### config.mk
export PLATFORM = sky130hd
export DESIGN_NAME = mul_share_arbiter
export DESIGN_NICKNAME = d
export VERILOG_FILES = /design/src/rtl/mul_share_arbiter_pkg.sv /design/src/rtl/mul_share_arbiter_rr_arbiter.sv /design/src/rtl/mul_share_arbiter.sv
export SDC_FILE = /design/constraint.sdc
export NUM_CORES = 1
export LEC_CHECK = 0
export CAP_MARGIN = 20
export CELL_PAD_IN_SITES_DETAIL_PLACEMENT = 0
export CELL_PAD_IN_SITES_GLOBAL_PLACEMENT = 1
export CORE_ASPECT_RATIO = 2
export CORE_MARGIN = 4
export CORE_UTILIZATION = 30
export CTS_CLUSTER_DIAMETER = 30
export DETAILED_ROUTE_END_ITERATION = 16
export PLACE_DENSITY = 0.87
export SLEW_MARGIN = 5
export SYNTH_ARGS = -nofsm -noshare
export SYNTH_HDL_FRONTEND = slang
export SYNTH_HIERARCHICAL = 1
export SYNTH_SLANG_ARGS = --single-unit
### constraint.sdc
create_clock -name clk -period 10.3 [get_ports clk]
set_input_delay 3.09 -clock clk [delete_from_list [all_inputs] [get_ports clk]]
set_output_delay 3.09 -clock clk [all_outputs]
set_load 0.005 [all_outputs]
### src/rtl/mul_share_arbiter_pkg.sv
// Shared FFT datapath constants and types for the twiddle multiplier share arbiter.
// Multiplier and arbiter both take their latency default from here so they stay aligned.
package mul_share_arbiter_pkg;

  // Q15 data path and Q7 coefficient widths
  localparam int unsigned DATA_W = 16;
  localparam int unsigned COEF_W = 8;

  localparam int unsigned MUL_LAT_DEFAULT = 4;
  localparam int unsigned N_REQ_DEFAULT   = 4;
  localparam int unsigned ID_W_DEFAULT    = $clog2(N_REQ_DEFAULT);

  typedef logic [ID_W_DEFAULT-1:0] req_id_t;

endpackage

### src/rtl/mul_share_arbiter_rr_arbiter.sv
// Round-robin priority arbiter: searches from ptr upward with wrap-around and
// returns a one-hot grant plus the granted index.
module mul_share_arbiter_rr_arbiter #(
  parameter int unsigned N     = 4,
  parameter int unsigned IDX_W = 2
) (
  input  logic [N-1:0]     req,
  input  logic [IDX_W-1:0] ptr,
  input  logic             en,
  output logic [N-1:0]     gnt,
  output logic [IDX_W-1:0] gnt_idx,
  output logic             gnt_valid
);

  always_comb begin
    int unsigned idx;
    logic        found;
    gnt     = '0;
    gnt_idx = '0;
    found   = 1'b0;
    idx     = 0;
    if (en) begin
      for (int unsigned k = 0; k < N; k++) begin
        idx = int'(ptr) + k;
        if (idx >= N) begin
          idx = idx - N;
        end
        if (!found && req[idx[IDX_W-1:0]]) begin
          found                  = 1'b1;
          gnt[idx[IDX_W-1:0]]    = 1'b1;
          gnt_idx                = idx[IDX_W-1:0];
        end
      end
    end
  end

  assign gnt_valid = |gnt;

endmodule

### src/rtl/mul_share_arbiter.sv
// Shares one fixed-latency Q15 x Q7 multiplier between N_REQ requesters, returning each
// product to its originator via a tag pipeline matched to the multiplier latency.
module mul_share_arbiter
  import mul_share_arbiter_pkg::*;
#(
  parameter int unsigned N_REQ   = N_REQ_DEFAULT,
  parameter int unsigned MUL_LAT = MUL_LAT_DEFAULT,
  parameter int unsigned ID_W    = $clog2(N_REQ)
) (
  input  logic                     clk,
  input  logic                     rst,
  input  logic                     en,
  input  logic [N_REQ-1:0]         req_valid,
  output logic [N_REQ-1:0]         req_ready,
  input  logic [DATA_W*N_REQ-1:0]  req_a,
  input  logic [COEF_W*N_REQ-1:0]  req_b,
  output logic [DATA_W-1:0]        mul_a,
  output logic [COEF_W-1:0]        mul_b,
  input  logic [DATA_W-1:0]        mul_p,
  output logic [N_REQ-1:0]         rsp_valid,
  output logic [DATA_W-1:0]        rsp_data,
  output logic [ID_W-1:0]          rsp_id,
  output logic                     busy
);

  logic             arb_en;
  logic [N_REQ-1:0] gnt;
  logic [ID_W-1:0]  gnt_idx;
  logic             gnt_valid;
  logic [ID_W-1:0]  ptr_q, ptr_d;

  logic [DATA_W-1:0] sel_a, mul_a_q;
  logic [COEF_W-1:0] sel_b, mul_b_q;
  logic              issue_valid_q;
  logic [ID_W-1:0]   issue_id_q;

  logic [MUL_LAT-1:0] tag_valid_q;
  logic [ID_W-1:0]    tag_id_q [MUL_LAT];
  logic               tail_valid;
  logic [ID_W-1:0]    tail_id;

  logic [N_REQ-1:0]  rsp_valid_d, rsp_valid_q;
  logic [DATA_W-1:0] rsp_data_q;
  logic [ID_W-1:0]   rsp_id_q;

  // Keep req_ready low while reset is held so no requester sees a phantom grant.
  assign arb_en = en & ~rst;

  mul_share_arbiter_rr_arbiter #(
    .N     (N_REQ),
    .IDX_W (ID_W)
  ) u_rr_arbiter (
    .req       (req_valid),
    .ptr       (ptr_q),
    .en        (arb_en),
    .gnt       (gnt),
    .gnt_idx   (gnt_idx),
    .gnt_valid (gnt_valid)
  );

  assign req_ready = gnt;

  always_comb begin
    sel_a = req_a[DATA_W*gnt_idx +: DATA_W];
    sel_b = req_b[COEF_W*gnt_idx +: COEF_W];
  end

  always_comb begin
    ptr_d = ptr_q;
    if (gnt_valid) begin
      ptr_d = (gnt_idx == ID_W'(N_REQ - 1)) ? '0 : gnt_idx + ID_W'(1);
    end
  end

  // Idle cycles drive zero operands so the multiplier input is deterministic.
  always_ff @(posedge clk or posedge rst) begin
    if (rst) begin
      ptr_q         <= '0;
      mul_a_q       <= '0;
      mul_b_q       <= '0;
      issue_valid_q <= 1'b0;
      issue_id_q    <= '0;
    end else begin
      ptr_q         <= ptr_d;
      mul_a_q       <= gnt_valid ? sel_a : '0;
      mul_b_q       <= gnt_valid ? sel_b : '0;
      issue_valid_q <= gnt_valid;
      issue_id_q    <= gnt_valid ? gnt_idx : '0;
    end
  end

  assign mul_a = mul_a_q;
  assign mul_b = mul_b_q;

  // The last tag stage lines up with the product presented on mul_p.
  always_ff @(posedge clk or posedge rst) begin
    if (rst) begin
      tag_valid_q <= '0;
      for (int k = 0; k < MUL_LAT; k++) begin
        tag_id_q[k] <= '0;
      end
    end else begin
      tag_valid_q[0] <= issue_valid_q;
      tag_id_q[0]    <= issue_id_q;
      for (int k = 1; k < MUL_LAT; k++) begin
        tag_valid_q[k] <= tag_valid_q[k-1];
        tag_id_q[k]    <= tag_id_q[k-1];
      end
    end
  end

  assign tail_valid = tag_valid_q[MUL_LAT-1];
  assign tail_id    = tag_id_q[MUL_LAT-1];

  always_comb begin
    rsp_valid_d = '0;
    if (tail_valid) begin
      rsp_valid_d[tail_id] = 1'b1;
    end
  end

  always_ff @(posedge clk or posedge rst) begin
    if (rst) begin
      rsp_valid_q <= '0;
      rsp_data_q  <= '0;
      rsp_id_q    <= '0;
    end else begin
      rsp_valid_q <= rsp_valid_d;
      if (tail_valid) begin
        rsp_data_q <= mul_p;
        rsp_id_q   <= tail_id;
      end
    end
  end

  assign rsp_valid = rsp_valid_q;
  assign rsp_data  = rsp_data_q;
  assign rsp_id    = rsp_id_q;
  assign busy      = issue_valid_q | (|tag_valid_q);

endmodule

Fig. 1: run 1, signal wires on met3
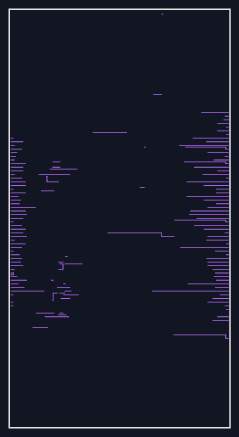
share of all routed wire	7.6%
nets with wire on the layer	125
wire length on this layer	775 um

Fig. 2: run 1, placed standard cells
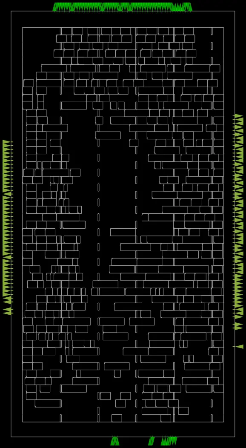
fraction of area in registers: 0.293
placeable core region: 0.0106 sq mm

Fig. 3: run 1, wiring heat map
The die is cut into 16 by 31 equal tiles; black is low, pale yellow is high, scaled to the fullest tile. Values are wire area over tile area, all layers added.
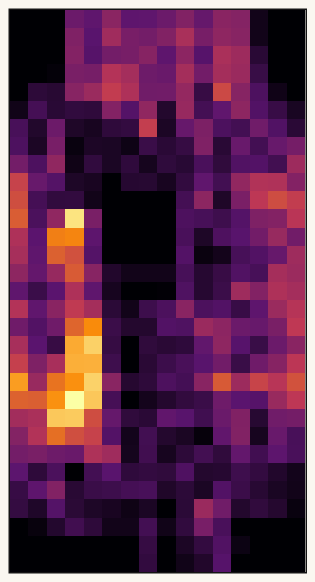
nearly empty tiles	15%
tiles over half the peak	8.5%
densest ninth of the die	left middle
fullest tile	0.56
mean over tiles	0.13

==> run notes, run 1 <==
The commonest register cell after synthesis was sky130_fd_sc_hd__dfrtp_1. In the final routing, the length of wire on met1 measures 3390 um. For this run, the number of standard cells in the final layout without fillers is 575. The maximum net fanout on the critical path works out to 8. The flow ran to the end, and the final reports show no timing, DRC or antenna violations. The synthesized-area fraction occupied by xor and xnor cells was 0; the floorplan-stage core utilization was 0.308.

The final layout report lists a non-clock buffer count of 173. Startpoint-to-endpoint class of the critical path: in -> out. After detailed routing, the total wire length is 10300 um. The worst path meets setup with 1.84 ns of slack. In the final layout, flip-flops and latches occupy 0.00158 sq mm. The switching part of the total power works out to 0.312. Yosys reports that the most numerous cell types are sky130_fd_sc_hd__dfrtp_1 (63), sky130_fd_sc_hd__mux2i_1 (49), sky130_fd_sc_hd__o22ai_1 (29), sky130_fd_sc_hd__mux2_1 (14), sky130_fd_sc_hd__nand2_1 (13).

The run gives 0 for the depth of the worst hold-timing path. The detailed router reports a met2 wire length of 5950 um. Compared with the post-synthesis result, the final layout area differs by 64.5%. With the number of cells on the worst reg-to-reg path at 10, the layout inverter count without the clock tree is 7. In the final report, the number of hold violations comes to 0. The run gives 0.0570 for the clock distribution area overhead in the final layout. The average cell area after synthesis was 12.2 sq um. The die boundary width was 81.8 um.

The synthesis log from Yosys contains 6 warnings. Detailed routing inserted a total of 2844 vias. Per the OpenROAD power report, switching power amounts to 395 uW. The post-synth tally of flip-flops with integrated enable came out at 0. The cell with the largest stage delay on the worst path is sky130_fd_sc_hd__clkdlybuf4s50_1. In this run the maximum-capacitance check reported violations numbering 0. Number of failing setup endpoints in the final timing report: 0.

With the combined global-route utilization of all metal layers at 0.159, the power in combinational cells is 558 uW. The run gives 5.37 ns as the worst endpoint data arrival time. The tools report the placed cell count as 560.
==> run 1 -> run 2 <==
==> constraint.sdc (replaced) <==
create_clock -name clk -period 8.3 [get_ports clk]
set_input_delay 2.49 -clock clk [delete_from_list [all_inputs] [get_ports clk]]
set_output_delay 2.49 -clock clk [all_outputs]
set_load 0.005 [all_outputs]
Fig. 4: run 2, signal wires on met3
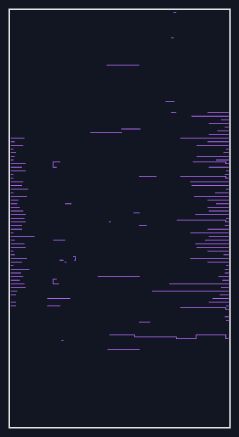
wire length on this layer	750 um
main direction	horizontal
longest straight run	28.3 um
share of all routed wire	7.2%

==> run 2 against run 1 <==
- area after synthesis is the same
- global-route usage grew 0.37 points
- synthesized cell count unchanged
- clock-buffer cell count is 1 higher
- core utilization fell by 0.24 points
- final area is 0.47% lower
- via count shrank 0.77%
- register-to-register slack lost 2.1 ns
- power up 23%
- critical path type unchanged
==> run notes, run 2 <==
The sequential cells in the finished layout cover a total of 0.00158 sq mm. The clock distribution area overhead in the final layout works out to 0.0564. Per the layout report, the design carries 173 non-clock buffers. The die boundary width was 81.8 um; the area of the core was 0.0106 sq mm. The average cell area after synthesis was 12.2 sq um. The routed design uses 5890 um of met2 wire. The switching part of the total power works out to 0.317. Along the worst hold path, the cell count comes to 0.

The floorplan-stage core utilization came out at 0.308. Wire length on met1: 3580 um. At the worst endpoint, the arrival time is 4.88 ns. Non-clock inverters in the final layout number 7.

The post-synth tally of flip-flops with integrated enable came out at 0. The tools report the slack of the critical path as 0.931 ns. The slowest stage of the critical path is the sky130_fd_sc_hd__clkdlybuf4s50_1 cell. The wire length recorded after detailed routing is 10400 um.

For the total number of vias, the log shows 2822. For reference, the most critical setup path is categorized as in -> out. STA lists the maximum fanout along the critical path as 8. The number of cells on the worst reg-to-reg path is 10, and the number of failing setup endpoints in the final timing report is 0.

The synthesized-area fraction occupied by xor and xnor cells was 0. Per the run summary, max-cap violations total 0. Commonest register cell after synthesis: sky130_fd_sc_hd__dfrtp_1. The initial antenna violation count came out at 0. The combined global-route utilization of all metal layers is 0.162. Flop share of the area: 0.295. The run finished with clean final reports. The logs give 492 uW for the net switching component of the power and 0 for the number of endpoints with negative hold slack in the final report. Ranked by instance count, the synthesized netlist is headed by sky130_fd_sc_hd__dfrtp_1 (63), sky130_fd_sc_hd__mux2i_1 (49), sky130_fd_sc_hd__o22ai_1 (29), sky130_fd_sc_hd__mux2_1 (14), sky130_fd_sc_hd__nand2_1 (13). Including well taps, the total number of placed cells is 559.
==> run 2 -> run 3 <==
--- a/config.mk
+++ b/config.mk
@@ -11,8 +11,10 @@
 export CORE_ASPECT_RATIO = 2
 export CORE_MARGIN = 4
 export CORE_UTILIZATION = 30
+export CTS_BUF_LIST = sky130_fd_sc_hd__clkbuf_4 sky130_fd_sc_hd__clkbuf_8
 export CTS_CLUSTER_DIAMETER = 30
 export DETAILED_ROUTE_END_ITERATION = 16
+export HOLD_SLACK_MARGIN = 0.02
 export PLACE_DENSITY = 0.87
 export SLEW_MARGIN = 5
 export SYNTH_ARGS = -nofsm -noshare
Fig. 5: run 3, where the registers sit
Other sequential cells in the stronger grey, the rest of the logic in the fainter grey.
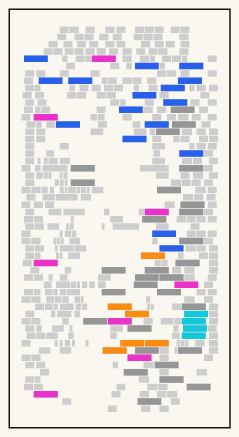
colour	signal	flops
orange	tag_id_q	6
blue	mul_a	16
magenta	mul_b	8
cyan	rsp_valid	4
not coloured	29

==> run 3 against run 2 <==
- routed wire length fell by 0.25%
- area after synthesis stayed put
- power fell by 6.5%
- clock-buffer cell count unchanged
- sequential share of layout area up 0.53 points
- highest routed layer unchanged
- first-iteration DRC count down 19%
- register-to-register slack better by 0.03 ns
- critical endpoint unchanged
==> run notes, run 3 <==
The worst endpoint data arrival time is 4.86 ns, and the switching part of the total power is 0.329. Share of synthesized cell area in and, or, nand and nor gates: 0.0693. The buffer-and-inverter tally for the worst setup path is 2, and the final instance count without filler cells is 576.

With the worst slew margin relative to its limit at 0.387, the sequential power is 505 uW. The run gives 0.300 for the flop share of the area. For reference, the top cells by count after synthesis are sky130_fd_sc_hd__dfrtp_1 (63), sky130_fd_sc_hd__mux2i_1 (49), sky130_fd_sc_hd__o22ai_1 (29), sky130_fd_sc_hd__mux2_1 (14), sky130_fd_sc_hd__nand2_1 (13).

In the per-layer summary, the met1 wirelength comes to 3610 um. In the routed design, unresolved DRC markers number 0. The max capacitance violation total was 0; the floorplan-stage core utilization was 0.308. Combinational cells consume a total of 673 uW. For this block, the routed nets add up to 10400 um of wire. The number of cells on the worst hold path is listed as 0. Maximum net fanout on the critical path: 8.

Counting endpoints that fail hold in the final report gives 0. The count of warnings emitted by yosys was 6; the logic share of the area was 0.292. The horizontal die dimension reported for this design is 81.8 um. The leakage power is 2.10 nW, and the async set or reset register ratio after synthesis is 1.00. The clock distribution area overhead in the final layout works out to 0.0395. Per the placement report, the placed cell count is 559. The most common logic cell in the final layout is sky130_fd_sc_hd__clkdlybuf4s50_1.

The setup path with the least slack is of type in -> out. With the non-clock buffering overhead in the final layout at 0.331, the average cell area after synthesis is 12.2 sq um. The data required time reported for the critical path is 5.81 ns. The flow ran to the end, and the final reports show no timing, DRC or antenna violations.

The number of cells on the worst reg-to-reg path is 10, and the area of the core is 0.0106 sq mm. Looking at the critical path, the single cell with the biggest stage delay is sky130_fd_sc_hd__clkdlybuf4s50_1. The tools report the initial antenna violation count as 0. The net switching component of the power was 478 uW; the number of failing setup endpoints in the final timing report was 0. Yosys attributes the largest share of cell area to sky130_fd_sc_hd__dfrtp_1 (48%), sky130_fd_sc_hd__mux2i_1 (15%), sky130_fd_sc_hd__o22ai_1 (5.6%). The aggregate global routing overflow was 0. The tally of clock buffers in the finished layout is 12, and the total number of vias is 2813.

The combined global-route utilization of all metal layers is 0.161. For the number of gates resized after CTS, the log shows 0. Synthesized-area fraction occupied by xor and xnor cells: 0.

The run gives 173 for the count of buffers not belonging to the clock network in the layout.
Power is estimated from default activity; no workload was simulated.
